===== src/rtl/adder_sequencer.sv =====
// Fetch/decode/execute sequencer for the adding machine: drives memory reads and the ALU, owns PC/IR/AC.
// Optional macro SEQ_CARRY_FLAG_EN adds a carry_flag output updated by ADD and cleared by LDA.
module adder_sequencer #(
  parameter int DATA_W   = 8,
  parameter int ADDR_W   = 6,
  parameter int RESET_PC = 0
) (
  input  logic              clk,
  input  logic              rst_n,
  input  logic              run,
  output logic [ADDR_W-1:0] mem_addr,
  output logic              mem_rd,
  input  logic [DATA_W-1:0] mem_rdata,
  output logic [DATA_W-1:0] alu_a,
  output logic [DATA_W-1:0] alu_b,
  output logic              alu_pass_add,
  input  logic [DATA_W-1:0] alu_result,
  output logic [DATA_W-1:0] ac_out,
  output logic              halted
`ifdef SEQ_CARRY_FLAG_EN
  ,
  output logic              carry_flag
`endif
);

  typedef enum logic [2:0] {
    IDLE,
    FETCH,
    DECODE,
    OPRD,
    EXEC,
    HALT
  } state_t;

  localparam logic [1:0] OP_LDA = 2'b00;
  localparam logic [1:0] OP_ADD = 2'b01;
  localparam logic [1:0] OP_NOP = 2'b10;
  localparam logic [1:0] OP_HLT = 2'b11;
  localparam logic [ADDR_W-1:0] PC_INIT = ADDR_W'(RESET_PC);

  state_t            state;
  state_t            state_next;
  logic [ADDR_W-1:0] pc;
  logic [DATA_W-1:0] ir;
  logic [DATA_W-1:0] ac;
  logic [ADDR_W-1:0] addr_hold;
  logic [1:0]        ir_op;
  logic [1:0]        fetched_op;

  assign ir_op      = ir[DATA_W-1 -: 2];
  assign fetched_op = mem_rdata[DATA_W-1 -: 2];
  assign ac_out     = ac;
  assign halted     = (state == HALT);

  always_ff @(posedge clk) begin
    if (!rst_n) begin
      state <= IDLE;
    end else begin
      state <= state_next;
    end
  end

  // mem_addr must keep its last driven value outside the read states, so it is echoed into addr_hold.
  always_ff @(posedge clk) begin
    if (!rst_n) begin
      pc        <= PC_INIT;
      ir        <= '0;
      ac        <= '0;
      addr_hold <= '0;
    end else begin
      addr_hold <= mem_addr;
      if (state == DECODE) begin
        ir <= mem_rdata;
        pc <= pc + ADDR_W'(1);
      end
      if (state == EXEC) begin
        ac <= alu_result;
      end
    end
  end

`ifdef SEQ_CARRY_FLAG_EN
  // A wrapped sum is always smaller than the accumulator it started from.
  always_ff @(posedge clk) begin
    if (!rst_n) begin
      carry_flag <= 1'b0;
    end else if (state == EXEC) begin
      carry_flag <= (ir_op == OP_ADD) ? (alu_result < ac) : 1'b0;
    end
  end
`endif

  always_comb begin
    state_next   = state;
    mem_addr     = addr_hold;
    mem_rd       = 1'b0;
    alu_a        = ac;
    alu_b        = '0;
    alu_pass_add = 1'b0;
    case (state)
      IDLE: begin
        if (run) state_next = FETCH;
      end
      FETCH: begin
        mem_addr   = pc;
        mem_rd     = 1'b1;
        state_next = DECODE;
      end
      DECODE: begin
        case (fetched_op)
          OP_LDA:  state_next = OPRD;
          OP_ADD:  state_next = EXEC;
          OP_NOP:  state_next = FETCH;
          OP_HLT:  state_next = HALT;
          default: state_next = FETCH;
        endcase
      end
      OPRD: begin
        mem_addr   = ir[ADDR_W-1:0];
        mem_rd     = 1'b1;
        state_next = EXEC;
      end
      EXEC: begin
        if (ir_op == OP_ADD) begin
          alu_b        = DATA_W'(ir[ADDR_W-1:0]);
          alu_pass_add = 1'b1;
        end else begin
          alu_a = mem_rdata;
        end
        state_next = FETCH;
      end
      HALT: begin
        state_next = HALT;
      end
      default: begin
        state_next = IDLE;
      end
    endcase
  end

endmodule


===== config.mk =====
export PLATFORM = sky130hd
export DESIGN_NAME = adder_sequencer
export DESIGN_NICKNAME = d
export VERILOG_FILES = /design/src/rtl/adder_sequencer.sv
export SDC_FILE = /design/constraint.sdc
export NUM_CORES = 1
export LEC_CHECK = 0
export ABC_AREA = 1
export CELL_PAD_IN_SITES_DETAIL_PLACEMENT = 1
export CELL_PAD_IN_SITES_GLOBAL_PLACEMENT = 1
export CORE_MARGIN = 3
export CORE_UTILIZATION = 23
export DETAILED_ROUTE_END_ITERATION = 6
export GPL_TIMING_DRIVEN = 0
export PLACE_DENSITY_LB_ADDON = 0.1
export SLEW_MARGIN = 5
export SYNTH_ARGS = -nofsm -noshare
export SYNTH_HDL_FRONTEND = slang
export SYNTH_SLANG_ARGS = --single-unit

===== constraint.sdc =====
create_clock -name clk -period 1.45 [get_ports clk]
set_clock_uncertainty 0.1 [all_clocks]
set_input_delay 0.29 -clock clk [delete_from_list [all_inputs] [get_ports clk]]
set_output_delay 0.29 -clock clk [all_outputs]
set_load 0.1 [all_outputs]

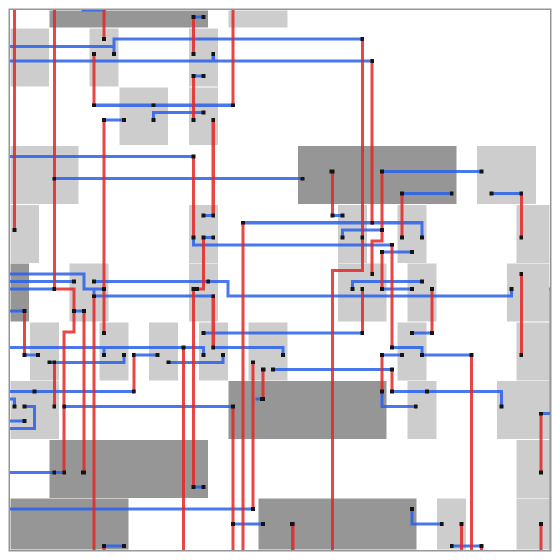
Fig. 1. A small window of the routed layout (run 1).
Region (52, 52) to (77, 77) um. Cells in grey, sequential cells in the stronger grey; small squares are vias.
colour	layer
blue	metal 1
red	metal 2
most frequent	nand2_1 (7), dfxtp_1 (5)
netlist names of flops here include	addr_hold (2), ir (2)
cells with their middle in the window	28
sequential cells in the window	5

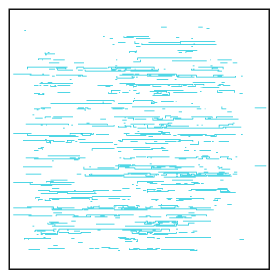
Fig. 2. The metal 1 layer (run 1).
Drawn at 3 px/um.
share of all routed wire	46%
main direction	horizontal
nets with wire on the layer	266
wire length on this layer	2260 um
longest straight run	33.6 um
M1 GR Usage: 0.178
total wire length: 4930 um
vias after detailed routing: 1659

==> summary.txt, run 1 <==
fresh numbers from the pnr run: outcome=complete, but fails checks, violated checks=setup timing, worst-skew pair later-pin latency=0.28 ns, Leading cell kind=multi-input combinational cells, Log Warnings=29, mapped cell area=1480 sq um, Syn Area/Cell=6.51 sq um, IO Pins=52, Max Slew Vio Count=0, number of enable flip-flop cells=0, DRT Pass-1 Iters=4, final net count=317, setup ws final=-0.521 ns, Tmin final=1.97 ns, final setup fails=23, hold-fix buffers at CTS=0, antenna violations before repair=0, Routability Congestion=0.765, Yosys Instances=227, HPWL Detailed=3560 um, top cells by count=nor2_1 (49), nand2_1 (48), dfxtp_1 (31), sequential fraction of the synthesis area=0.420
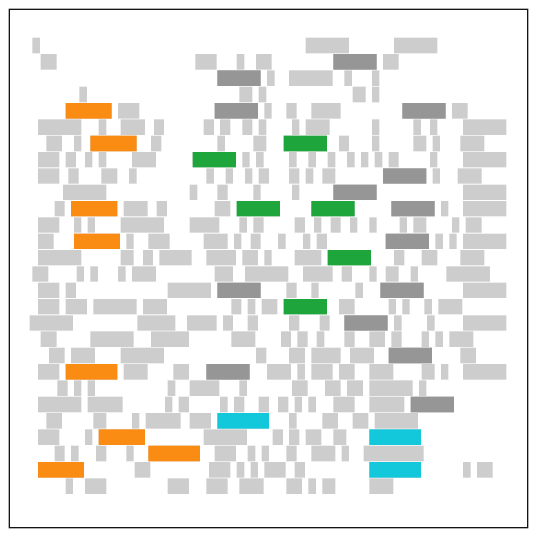
Fig. 3. Register map, names as in the netlist (run 1).
Drawn at 6 px/um. Other sequential cells in the stronger grey, the rest of the logic in the fainter grey.
colour	signal	placed flops
green	pc	6
cyan	state	3
orange	ac_out	8
sequential cell power: 0.000929 W
flop share of the area: 0.228

run 1: cells in the final DEF, fill, tap and decap left out, types with 12 or more instances in the layout:
master / instances
clkdlybuf4s50_1: 18
nand3_1: 12
dfxtp_1: 20
a21oi_1: 13
nor2_1: 35
o21ai_0: 13
inv_1: 18
nand2_1: 38
buf_4: 17
buf_12: 22
run 1: path summary, 6_finish.rpt:
check	start	endpoint	slack [ns]	depth (start not counted)
worst max register to register	state[2]	ir[2]	0.06	7
worst max-delay path	state[0]	alu_b[5]	-0.52	7
worst min-delay path	ac_out[6]	ac_out[6]	0.40	2
worst min register to register	ac_out[6]	ac_out[6]	0.40	2
run 1: logic make-up after synthesis:
group,Yosys count
buffers and inverters,38
AOI/OAI and AO/OA,34
and+or+nand+nor,122
other,1
adders and majority gates,1
DFF,31
run 1: state kept, by name, summed over array words and instances (netlist names):
| signal | cells |
|---|---|
| ac_out | 8 |
| addr_hold | 6 |
| ir | 8 |
| state | 3 |
| pc | 6 |
run 1: metrics by stage:
step / hold slack (ns) / std cells
detailed placement: 0.368 / 352
global route: 0.428 / 373
finish: 0.396 / 373
global placement: 0.366 / 352
CTS: 0.398 / 370
floorplan: 0.345 / 228
run 1: worst max-delay path, cell delays in order (launching register included):
cell        delay [ns]
dfxtp_4           0.38
nor2_4            0.15
nand2_4           0.10
nor2_4            0.13
clkinvlp_4        0.11
buf_12            0.15
nor2_4            0.10
buf_12            0.18
run 1: power by group through the flow:
stage               registers [W]  clock network, W  logic (W)
floorplan                0.000990                 0   0.000371
global placement         0.000944                 0   0.000577
detailed placement       0.000945                 0   0.000578
CTS                      0.000927          0.000790   0.000673
global route             0.000933          0.000828   0.000736
finish                   0.000929          0.000755   0.000693
Fig. 4: run 1, selected gate families
Drawn at 3 px/um.
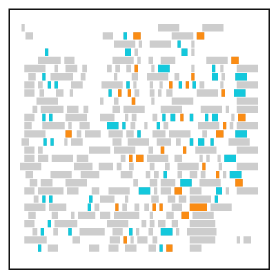

==> run 1 -> run 2 <==
- CORE_MARGIN: 3 -> unset
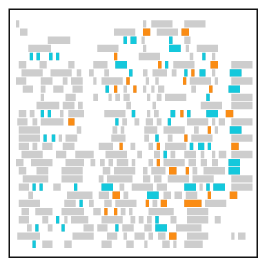
Fig. 5. Selected gate families (run 2).
Drawn at 3 px/um.
colour	family	cells
orange	inverters	31
cyan	NOR gates	52
final non-filler cell total: 378
Top cell excl fill/tap: nor2_1
fraction of area in multi-input gates: 0.344

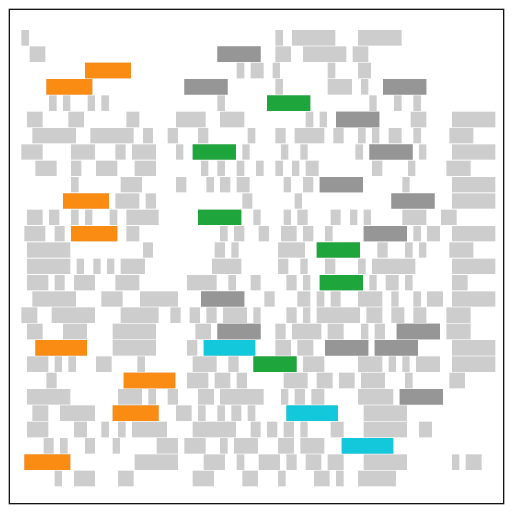
Fig. 6. Register map, names as in the netlist (run 2).
Drawn at 6 px/um. Other sequential cells in the stronger grey, the rest of the logic in the fainter grey.
colour	signal	placed flops
green	pc	6
orange	ac_out	8
cyan	state	3
not coloured	14
flop share of the area: 0.223
Seq. cell area: 647 sq um
Final Util: 0.480

==> run 2 against run 1 <==
Sequential share of layout area is 0.55 points lower. Critical endpoint unchanged. The flow still finishes with violations (setup timing). Synthesized cell count unchanged. Count of clock-buffer cells in the layout decreased by 1. Die size shrank 9.1%. Area after synthesis did not move. Worst setup slack improved by 0.015 ns. Via count grew 0.96%.
==> summary.txt, run 2 <==
fresh numbers from the pnr run: Critical Path Source=state[1] (was state[0]), Log Warnings=29 (unchanged), Bufs and invs on worst path=3 (unchanged), Max stage delay on crit path=0.37 ns (was 0.38 ns), Yosys Instances=227 (unchanged), total wire length=5050 um (was 4930 um), largest net degree at the start of global routing=11 (unchanged), final net count=322 (was 317), Syn Area/Cell=6.51 sq um (unchanged), Routability Congestion=0.743 (was 0.765), Tmin final=1.96 ns (was 1.97 ns), critical path cell sequence=nor2_4 > nand2_4 > nor2_4 > clkinvlp_4 > buf_12 > nor2_4 > buf_12 (unchanged), violated checks=setup timing (unchanged), worst-skew pair later-pin latency=0.28 ns (about the same), top cells by count=nor2_1 (49), nand2_1 (48), dfxtp_1 (31) (unchanged), min-delay src=ac_out[2] (was ac_out[6]), clock power share=0.284 (was 0.318), IO Pins=52 (unchanged), DRT Pass-1 Iters=4 (unchanged), Async SR Flop Fraction=0 (unchanged), sequential fraction of the synthesis area=0.420 (unchanged), outcome=complete, but fails checks (unchanged), top logic cells by instance count in the layout=nor2_1 (35), nand2_1 (31), buf_12 (25) (was nand2_1 (38), nor2_1 (35), buf_12 (22)), antenna violations before repair=0 (unchanged), mapped cell area=1480 sq um (unchanged), CP dominant cell by count=nor2_4 (unchanged), Max Slew Vio Count=0 (unchanged), max layer used=met4 (unchanged), CP max-delay cell=dfxtp_4 (unchanged), final setup fails=23 (unchanged), number of global-route vias before repair=1797 (was 1647), HPWL Detailed=3550 um (was 3560 um), number of enable flip-flop cells=0 (unchanged), Worst path top cell family by delay=simple AND/OR/NAND/NOR gates (unchanged), setup ws final=-0.506 ns (was -0.521 ns), M1 GR Usage=0.211 (was 0.178), H-Tree Depth=2 (unchanged), hold-fix buffers at CTS=0 (unchanged), vias after detailed routing=1675 (was 1659)
run 2: kinds of logic (layout without fill, tap and decap cells):
family / Yosys count / after routing / share of synthesized area
and+or+nand+nor: 122 / 122 / 0.345
DFF: 31 / 31 / 0.420
AOI/OAI and AO/OA: 34 / 34 / 0.116
other: 1 / 2 / 0.00254
adders and majority gates: 1 / 1 / 0.00847
buffers and inverters: 38 / 113 / 0.108
run 2: final timing paths:
kind,endpoint,cells past startpoint,slack [ns]
worst min register to register,ac_out[2],2,0.40
worst max-delay path,alu_b[5],7,-0.51
worst max register to register,addr_hold[0],8,0.07
worst min-delay path,ac_out[2],2,0.40
run 2: power groups by stage:
| stage | registers, W | logic [W] | clock network (W) |
|---|---|---|---|
| CTS | 0.000928 | 0.000715 | 0.000694 |
| detailed placement | 0.000946 | 0.000578 | 0 |
| global route | 0.000934 | 0.000778 | 0.000723 |
| global placement | 0.000944 | 0.000576 | 0 |
| floorplan | 0.000990 | 0.000371 | 0 |
| finish | 0.000929 | 0.000732 | 0.000660 |
run 2: area by class of cell:
type,count,area [sq um]
tap,75,93.8
fill,725,3150
inverter,31,168
sequential,31,647
clock buffer,7,76.3
buffer,7,50.0
timing repair buffer,67,868
clock inverter,1,5.00
multi-input combinational,159,998
run 2: what timing repair did:
item	4_1_cts	5_1_grt
gates resized	269	23
setup buffers	15	3
pin swaps	5	7
setup endpoints to repair	31	48
run 2: through the flow:
step           hold WS [ns]  setup TNS [ns]  cells  area, sq um
2_1_floorplan         0.345           -8.50    228         1760
3_3_place_gp          0.361          -34.43    352         2350
3_5_place_dp          0.369          -34.89    352         2350
4_1_cts               0.399          -10.28    375         2840
5_1_grt               0.430          -11.78    378         2910
6_report              0.397          -10.07    378         2910
Fig. 7: run 2, the metal 1 layer
Drawn at 3 px/um.
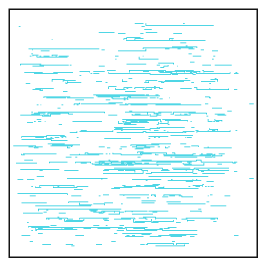

==> run 2 -> run 3 <==
- PLACE_DENSITY: unset -> 0.59
- PLACE_DENSITY_LB_ADDON: 0.1 -> unset
- TNS_END_PERCENT: unset -> 10
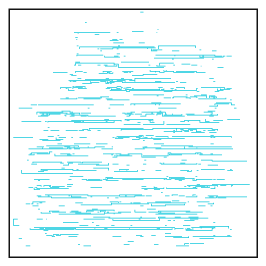
Fig. 8. The metal 1 layer (run 3).
Drawn at 3 px/um.
main direction	horizontal
share of all routed wire	48%
M1 GR Usage: 0.208
total wire length: 4740 um

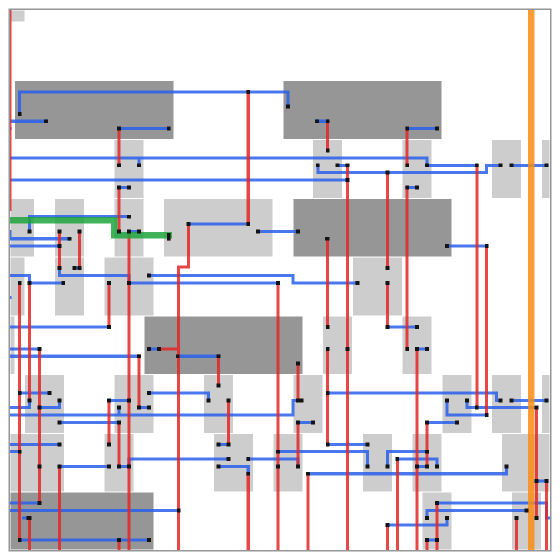
Fig. 9. A small window of the routed layout (run 3).
Region (49, 49) to (74, 74) um. Cells in grey, sequential cells in the stronger grey; small squares are vias.
colour	layer
green	metal 3
red	metal 2
orange	metal 4
blue	metal 1
sequential cells in the window	5
netlist names of flops here include	addr_hold (3), pc (2)
cells with their middle in the window	33
most frequent	nand2_1 (8), nor2_1 (8), dfxtp_1 (5)

==> run 3 against run 2 <==
The run still ends with setup timing left. Design area fell by 12%. Critical path depth unchanged. Clock power rose by 14%. Combinational power decreased by 17%. Global-route usage is 2.0 points lower. Critical endpoint unchanged. Highest routed layer unchanged.
==> summary.txt, run 3 <==
fresh numbers from the pnr run: outcome=complete, but fails checks (unchanged), violated checks=setup timing (unchanged), sequential fraction of the synthesis area=0.420 (unchanged), CP dominant cell by count=nor2_4 (unchanged), DRT Pass-1 Iters=4 (unchanged), top cells by count=nor2_1 (49), nand2_1 (48), dfxtp_1 (31) (unchanged), Yosys Instances=227 (unchanged), Max stage delay on crit path=0.38 ns (was 0.37 ns), Bufs and invs on worst path=3 (unchanged), Core Util at FP=0.244 (unchanged), Syn Area/Cell=6.51 sq um (unchanged), antenna violations before repair=0 (unchanged), critical path cell sequence=nor2_4 > nand2_4 > nor2_4 > clkinvlp_4 > buf_12 > nor2_4 > buf_12 (unchanged), final net count=308 (was 322), hold_ws=0.407 ns (was 0.397 ns), Routability Congestion=0.731 (was 0.743), IO Pins=52 (unchanged), worst-skew pair later-pin latency=0.28 ns (about the same), post-CTS sizing=263 (was 269), Worst path top cell family by delay=simple AND/OR/NAND/NOR gates (unchanged), mapped cell area=1480 sq um (unchanged), hold-fix buffers at CTS=0 (unchanged), setup bufs post-CTS=4 (was 15), final setup fails=24 (was 23), Filler cells=742 (was 725), setup ws final=-0.512 ns (was -0.506 ns), Max Slew Vio Count=0 (unchanged), R2R setup slack=0.09 ns (was 0.07 ns), Async SR Flop Fraction=0 (unchanged), CP max-delay cell=dfxtp_4 (unchanged), dominant synthesized flop cell=dfxtp_1 (unchanged), HPWL Detailed=3460 um (was 3550 um), top logic cells by instance count in the layout=nand2_1 (40), nor2_1 (38), dfxtp_1 (28) (was nor2_1 (35), nand2_1 (31), buf_12 (25)), Top cell excl fill/tap=nand2_1 (was nor2_1), clock power share=0.330 (was 0.284), largest net degree at the start of global routing=11 (unchanged), Peak VDD IR=0.537 mV (was 0.412 mV), Fmax=510 MHz (was 511 MHz)
## run 3: cell counts after synthesis
Identical to the previous run, type by type.
## run 3: routing by layer
layer	vias up	share of wire	GRT usage
li1	826	-	-
met2	33	0.47	0.250
met4	0	0.013	0.0474
met3	5	0.036	0.0407
met1	741	0.48	0.208
met5	-	0	0
## run 3: worst paths after layout
path                  from  depth (start not counted)   endpoint
setup / recovery  state[0]                          7   alu_b[5]
hold / removal       ir[6]                          2      ir[6]
setup reg to reg  state[0]                          6  ac_out[3]
hold reg to reg      ir[6]                          2      ir[6]
## run 3: cell type report
cell class | count | area (sq um) | share of cell area
tap | 75 | 93.8 | 0.0366
timing repair buffer | 53 | 723 | 0.282
inverter | 31 | 125 | 0.0488
multi-input combinational | 159 | 845 | 0.329
buffer | 7 | 47.5 | 0.0185
sequential | 31 | 632 | 0.246
clock buffer | 8 | 100 | 0.0390
## run 3: power by group through the flow
stage / Combinational (W) / Sequential, W / Clock, W
2_1_floorplan: 0.000320 / 0.000986 / 0
3_3_place_gp: 0.000519 / 0.000942 / 0
3_5_place_dp: 0.000520 / 0.000942 / 0
4_1_cts: 0.000583 / 0.000924 / 0.000782
5_1_grt: 0.000650 / 0.000932 / 0.000827
6_report: 0.000607 / 0.000927 / 0.000754
## run 3: kinds of logic after synthesis
family,synth area share
simple gates,0.345
buf+inv,0.108
compound gates,0.116
flops,0.420
fa+ha+maj,0.00847
other cells,0.00254
## run 3: metrics by stage
step                instances   util  cell area (sq um)  setup TNS (ns)
floorplan                 228      -               1540          -16.19
global placement          352  0.351               2130          -36.31
detailed placement        352  0.351               2130          -36.24
CTS                       364  0.411               2490          -10.43
global route              364  0.423               2570          -12.41
finish                    364  0.423               2570           -9.66
No activity file was given, so power comes from the tool's default toggle rates.
